==> images/layer_met3.png <==
The bar under the picture is 20 µm long.
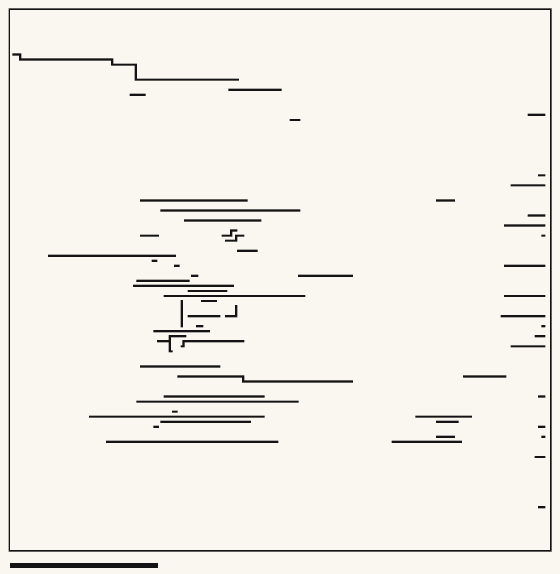
==> images/placement.png <==
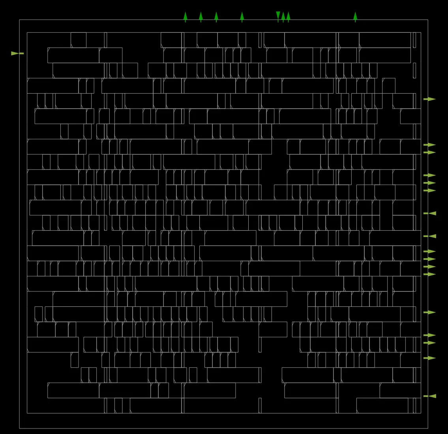
==> images/logic_types.png <==
The bar under the picture is 20 µm long.
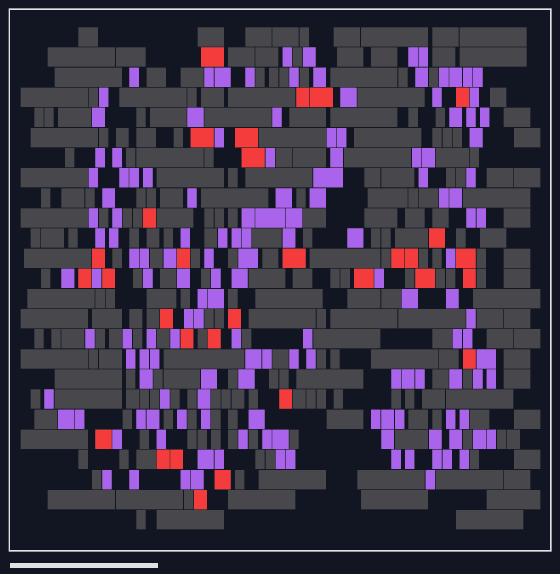
==> images/io_fan.png <==
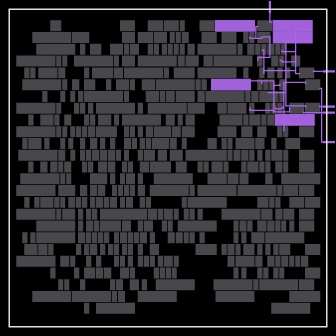
$ cat config.mk
export PLATFORM = sky130hd
export DESIGN_NAME = clock_set_ctrl
export DESIGN_NICKNAME = d
export VERILOG_FILES = /design/src/rtl/clock_pkg.sv /design/src/rtl/rise_edge.sv /design/src/rtl/clock_set_ctrl.sv
export SDC_FILE = /design/constraint.sdc
export NUM_CORES = 1
export LEC_CHECK = 0
export ABC_AREA = 1
export CAP_MARGIN = 20
export CORE_MARGIN = 1
export CORE_UTILIZATION = 58
export DETAILED_ROUTE_END_ITERATION = 8
export MAX_ROUTING_LAYER = met4
export PLACE_DENSITY_LB_ADDON = 0.25
export SLEW_MARGIN = 20
export SYNTH_ARGS = -nofsm -noshare
export SYNTH_HDL_FRONTEND = slang
export SYNTH_SLANG_ARGS = --single-unit
$ cat constraint.sdc
create_clock -name clk -period 1.9 [get_ports clk]
set_input_delay 0.285 -clock clk [delete_from_list [all_inputs] [get_ports clk]]
set_output_delay 0.285 -clock clk [all_outputs]
set_load 0.005 [all_outputs]
$ cat src/rtl/clock_pkg.sv
// Shared types and constants for the lab digital clock controller.
// The state encoding doubles as the external sel output.
package clock_pkg;

    typedef enum logic [1:0] {
        StRun  = 2'd0,
        StSetH = 2'd1,
        StSetM = 2'd2,
        StSetS = 2'd3
    } state_e;

    localparam int unsigned HOUR_W = 5;
    localparam int unsigned MIN_W  = 6;
    localparam int unsigned SEC_W  = 6;

    localparam logic [SEC_W-1:0] SEC_MAX = SEC_W'(59);
    localparam logic [MIN_W-1:0] MIN_MAX = MIN_W'(59);

    // Increment a minute/second field, wrapping at its maximum.
    function automatic logic [5:0] inc_wrap6(input logic [5:0] v, input logic [5:0] max);
        return (v == max) ? 6'd0 : v + 6'd1;
    endfunction

    // Field selection order in set mode: hours -> minutes -> seconds -> hours.
    function automatic state_e next_field(input state_e s);
        state_e n;
        unique case (s)
            StSetH:  n = StSetM;
            StSetM:  n = StSetS;
            StSetS:  n = StSetH;
            StRun:   n = StRun;
        endcase
        return n;
    endfunction

endpackage

$ cat src/rtl/rise_edge.sv
// Rising-edge detector for a debounced synchronous button.
// Pulse is high for the single cycle where the input is 1 and its last sample was 0.
module rise_edge (
    input  logic clk,
    input  logic rst_n,
    input  logic d,
    output logic pulse
);

    logic last_q;

    always_ff @(posedge clk or negedge rst_n) begin
        if (!rst_n) begin
            last_q <= 1'b0;
        end else begin
            last_q <= d;
        end
    end

    assign pulse = d & ~last_q;

endmodule

$ cat src/rtl/clock_set_ctrl.sv
// Time-of-day keeper with 1 Hz prescaler and a button-driven set-time mode.
// Fields always stay in range; the only ways to change them are the tick ripple and the set buttons.
module clock_set_ctrl
    import clock_pkg::*;
#(
    parameter int unsigned DIV      = 50_000_000,
    parameter int unsigned HOUR_MAX = 23
) (
    input  logic              clk,
    input  logic              rst_n,
    input  logic              mode,
    input  logic              btn_sel,
    input  logic              btn_inc,
    output logic [HOUR_W-1:0] hour,
    output logic [MIN_W-1:0]  min,
    output logic [SEC_W-1:0]  sec,
    output logic [1:0]        sel,
    output logic              blink,
    output logic              sec_pulse
);

    localparam int unsigned PW = (DIV > 1) ? $clog2(DIV) : 1;
    localparam logic [PW-1:0]     PRESC_LAST = PW'(DIV - 1);
    localparam logic [PW-1:0]     PRESC_HALF = PW'(DIV / 2);
    localparam logic [HOUR_W-1:0] HOUR_LAST  = HOUR_W'(HOUR_MAX);

    state_e            state_q, state_d;
    logic [PW-1:0]     presc_q, presc_d;
    logic [HOUR_W-1:0] hour_q, hour_d;
    logic [MIN_W-1:0]  min_q, min_d;
    logic [SEC_W-1:0]  sec_q, sec_d;
    logic              pulse_q, pulse_d;
    logic              blink_q, blink_d;
    logic              sel_edge, inc_edge;
    logic              tick;

    rise_edge u_sel_edge (
        .clk   (clk),
        .rst_n (rst_n),
        .d     (btn_sel),
        .pulse (sel_edge)
    );

    rise_edge u_inc_edge (
        .clk   (clk),
        .rst_n (rst_n),
        .d     (btn_inc),
        .pulse (inc_edge)
    );

    assign tick = (presc_q == PRESC_LAST);

    always_comb begin
        state_d = state_q;
        presc_d = tick ? '0 : presc_q + PW'(1);
        hour_d  = hour_q;
        min_d   = min_q;
        sec_d   = sec_q;
        pulse_d = 1'b0;
        blink_d = (state_q != StRun) && (presc_q < PRESC_HALF);

        unique case (state_q)
            StRun: begin
                // Entering set mode wins over a coincident tick.
                if (mode) begin
                    state_d = StSetH;
                    presc_d = '0;
                end else if (tick) begin
                    pulse_d = 1'b1;
                    sec_d   = inc_wrap6(sec_q, SEC_MAX);
                    if (sec_q == SEC_MAX) begin
                        min_d = inc_wrap6(min_q, MIN_MAX);
                        if (min_q == MIN_MAX) begin
                            hour_d = (hour_q == HOUR_LAST) ? '0 : hour_q + HOUR_W'(1);
                        end
                    end
                end
            end
            StSetH, StSetM, StSetS: begin
                if (!mode) begin
                    state_d = StRun;
                    presc_d = '0;
                end else begin
                    if (inc_edge) begin
                        unique case (state_q)
                            StSetH:  hour_d = (hour_q == HOUR_LAST) ? '0 : hour_q + HOUR_W'(1);
                            StSetM:  min_d  = inc_wrap6(min_q, MIN_MAX);
                            StSetS:  sec_d  = inc_wrap6(sec_q, SEC_MAX);
                            StRun:   ;
                        endcase
                    end
                    if (sel_edge) begin
                        state_d = next_field(state_q);
                    end
                end
            end
        endcase
    end

    always_ff @(posedge clk or negedge rst_n) begin
        if (!rst_n) begin
            state_q <= StRun;
            presc_q <= '0;
            hour_q  <= '0;
            min_q   <= '0;
            sec_q   <= '0;
            pulse_q <= 1'b0;
            blink_q <= 1'b0;
        end else begin
            state_q <= state_d;
            presc_q <= presc_d;
            hour_q  <= hour_d;
            min_q   <= min_d;
            sec_q   <= sec_d;
            pulse_q <= pulse_d;
            blink_q <= blink_d;
        end
    end

    assign hour      = hour_q;
    assign min       = min_q;
    assign sec       = sec_q;
    assign sel       = state_q;
    assign blink     = blink_q;
    assign sec_pulse = pulse_q;

endmodule

==> results.py <==
# Flow results
metrics = {
    "logic_synthesis": {
        "edf_count": 0,
        "seq_area_frac_synth_pct": 41.93,
        "syn_nets": 413,
        "top_cell": "nand2_1",
        "netlist_area_mm2": 0.002924,
        "yosys_warnings": 0,
        "adder_share_pct": 3.851,
        "mux_share_pct": 0,
        "top_area_cell": "dfrtp_1",
    },
    "drt": {
        "wl_met3_um": 399,
        "postRouteAntennaNets": 0,
        "drc": 0,
        "vias": 2654,
        "routed_wl_um": 6238,
    },
    "cells_and_area": {
        "final_area_mm2": 0.003458,
        "stdcell_count": 506,
        "drive_gt1_share_pct": 11.62,
        "fill_cells": 375,
        "comb_area_mm2": 0.001519,
    },
    "setup_path": {
        "cp.required_ns": 2.10,
        "path_buffers": 2,
        "arrival_ns": 1.92,
        "cp_slowest_cell": "dfrtp_2",
        "critPathMaxFanout": 11,
        "crit_path_cell_trace": "inv_2 > ha_2 > inv_1 > o21ai_1 > o211ai_1 > nor2_2 > nand2_4 > nand2_1 > o21ai_2",
        "slowest_delay_ns": 0.45,
        "path_class": "reg -> reg",
    },
    "timing": {
        "finalClockSkew_ns": 0.005188,
        "final-setup-viol-count": 0,
        "slew-limit-headroom_pct": 70.89,
        "hold_ws_ns": 0.4446,
        "finalSetupTns_ns": 0,
    },
    "cts": {
        "clkLatencyLatePin_ns": 0.30,
        "post_cts_resized": 0,
        "ctsHoldBuffers": 1,
    },
    "global_route": {
        "antenna_found_initial": 0,
        "grt_util_all_layers_pct": 26.77,
        "grt_pass1_wl_um": 10670,
    },
    "power": {
        "peakVddDrop_uv": 513.9,
        "switchingPower_mw": 1.240,
    },
    "die": {
        "die_w_um": 73.01,
        "fp_util_pct": 61.10,
        "fp.dieH_um": 73.01,
    },
    "outcome": {
        "outcome": "completed",
    },
    "placement": {
        "placed_cells": 497,
        "port_buffers": 25,
    },
    "job": {
        "max_cap_violations": 0,
    },
}
Notes on layer_met3.png above:
main direction: horizontal
wire length on this layer: 400 µm
longest straight run: 23.5 µm
share of all routed wire: 6.4%
nets with wire on the layer: 49

Notes on placement.png above:
seq_cells: 49
Final Util: 72.26%
# rows: 25

Notes on logic_types.png above:
legend:
  purple:
    family: nand cells
    cells: 147
    where: widely spread
  red:
    family: aoi and oai cells
    cells: 31
    where: widely spread

Notes on io_fan.png above:
legend:
  purple:
    port: `hour`
    bits: 5
    direction: output
    edge: 4 right, 1 top
    end_cells: 5
    buffers: 5
    wire: 160 µm

## flip-flops by register name, indices dropped and copies added, names as in the netlist
name,cells
sec_pulse,1
u_sel_edge.last_q,1
sel,2
min,6
sec,6
hour,5
blink,1
presc_q,26
u_inc_edge.last_q,1
## cell type report
type,instances,share of cell area (%)
clock buffer,7,2.496
timing repair buffer,35,9.696
multi-input combinational,300,43.92
clock inverter,1,0.8683
sequential,49,35.49
tap,67,2.424
inverter,47,5.101
## power groups by stage
| stage | Sequential [mW] | Combinational [mW] | Clock, mW |
|---|---|---|---|
| after CTS | 1.38 | 1.33 | 0.791 |
| after global routing | 1.41 | 1.54 | 0.821 |
| after floorplan | 1.38 | 0.821 | 0 |
| after global placement | 1.39 | 1.29 | 0 |
| final | 1.38 | 1.36 | 0.758 |
| after detailed placement | 1.40 | 1.32 | 0 |
## path summary, 6_finish.rpt
| check | start | to | slack [ns] | depth (start not counted) |
|---|---|---|---|---|
| worst max-delay path | sel[0]$_DFFE_PN0P_ | sec[0]$_DFFE_PN0P_ | 0.18 | 9 |
| worst min-delay path | btn_inc | u_inc_edge.last_q$_DFF_PN0_ | 0.44 | 1 |
| worst max register to register | sel[0]$_DFFE_PN0P_ | sec[0]$_DFFE_PN0P_ | 0.18 | 9 |
| worst min register to register | presc_q[0]$_DFF_PN0_ | presc_q[0]$_DFF_PN0_ | 0.46 | 1 |
| max in group asynchronous | rst_n | sel[0]$_DFFE_PN0P_ | 1.17 | 3 |
| min in group asynchronous | rst_n | min[3]$_DFFE_PN0P_ | 0.49 | 3 |
## layer usage
layer	track usage, %	vias up
met4	7.407	0
met3	4.282	13
met1	33.60	1201
li1	-	1342
met2	44.86	98
met5	-	-
Power figures rest on the tool's default switching activity, not on a simulated workload.
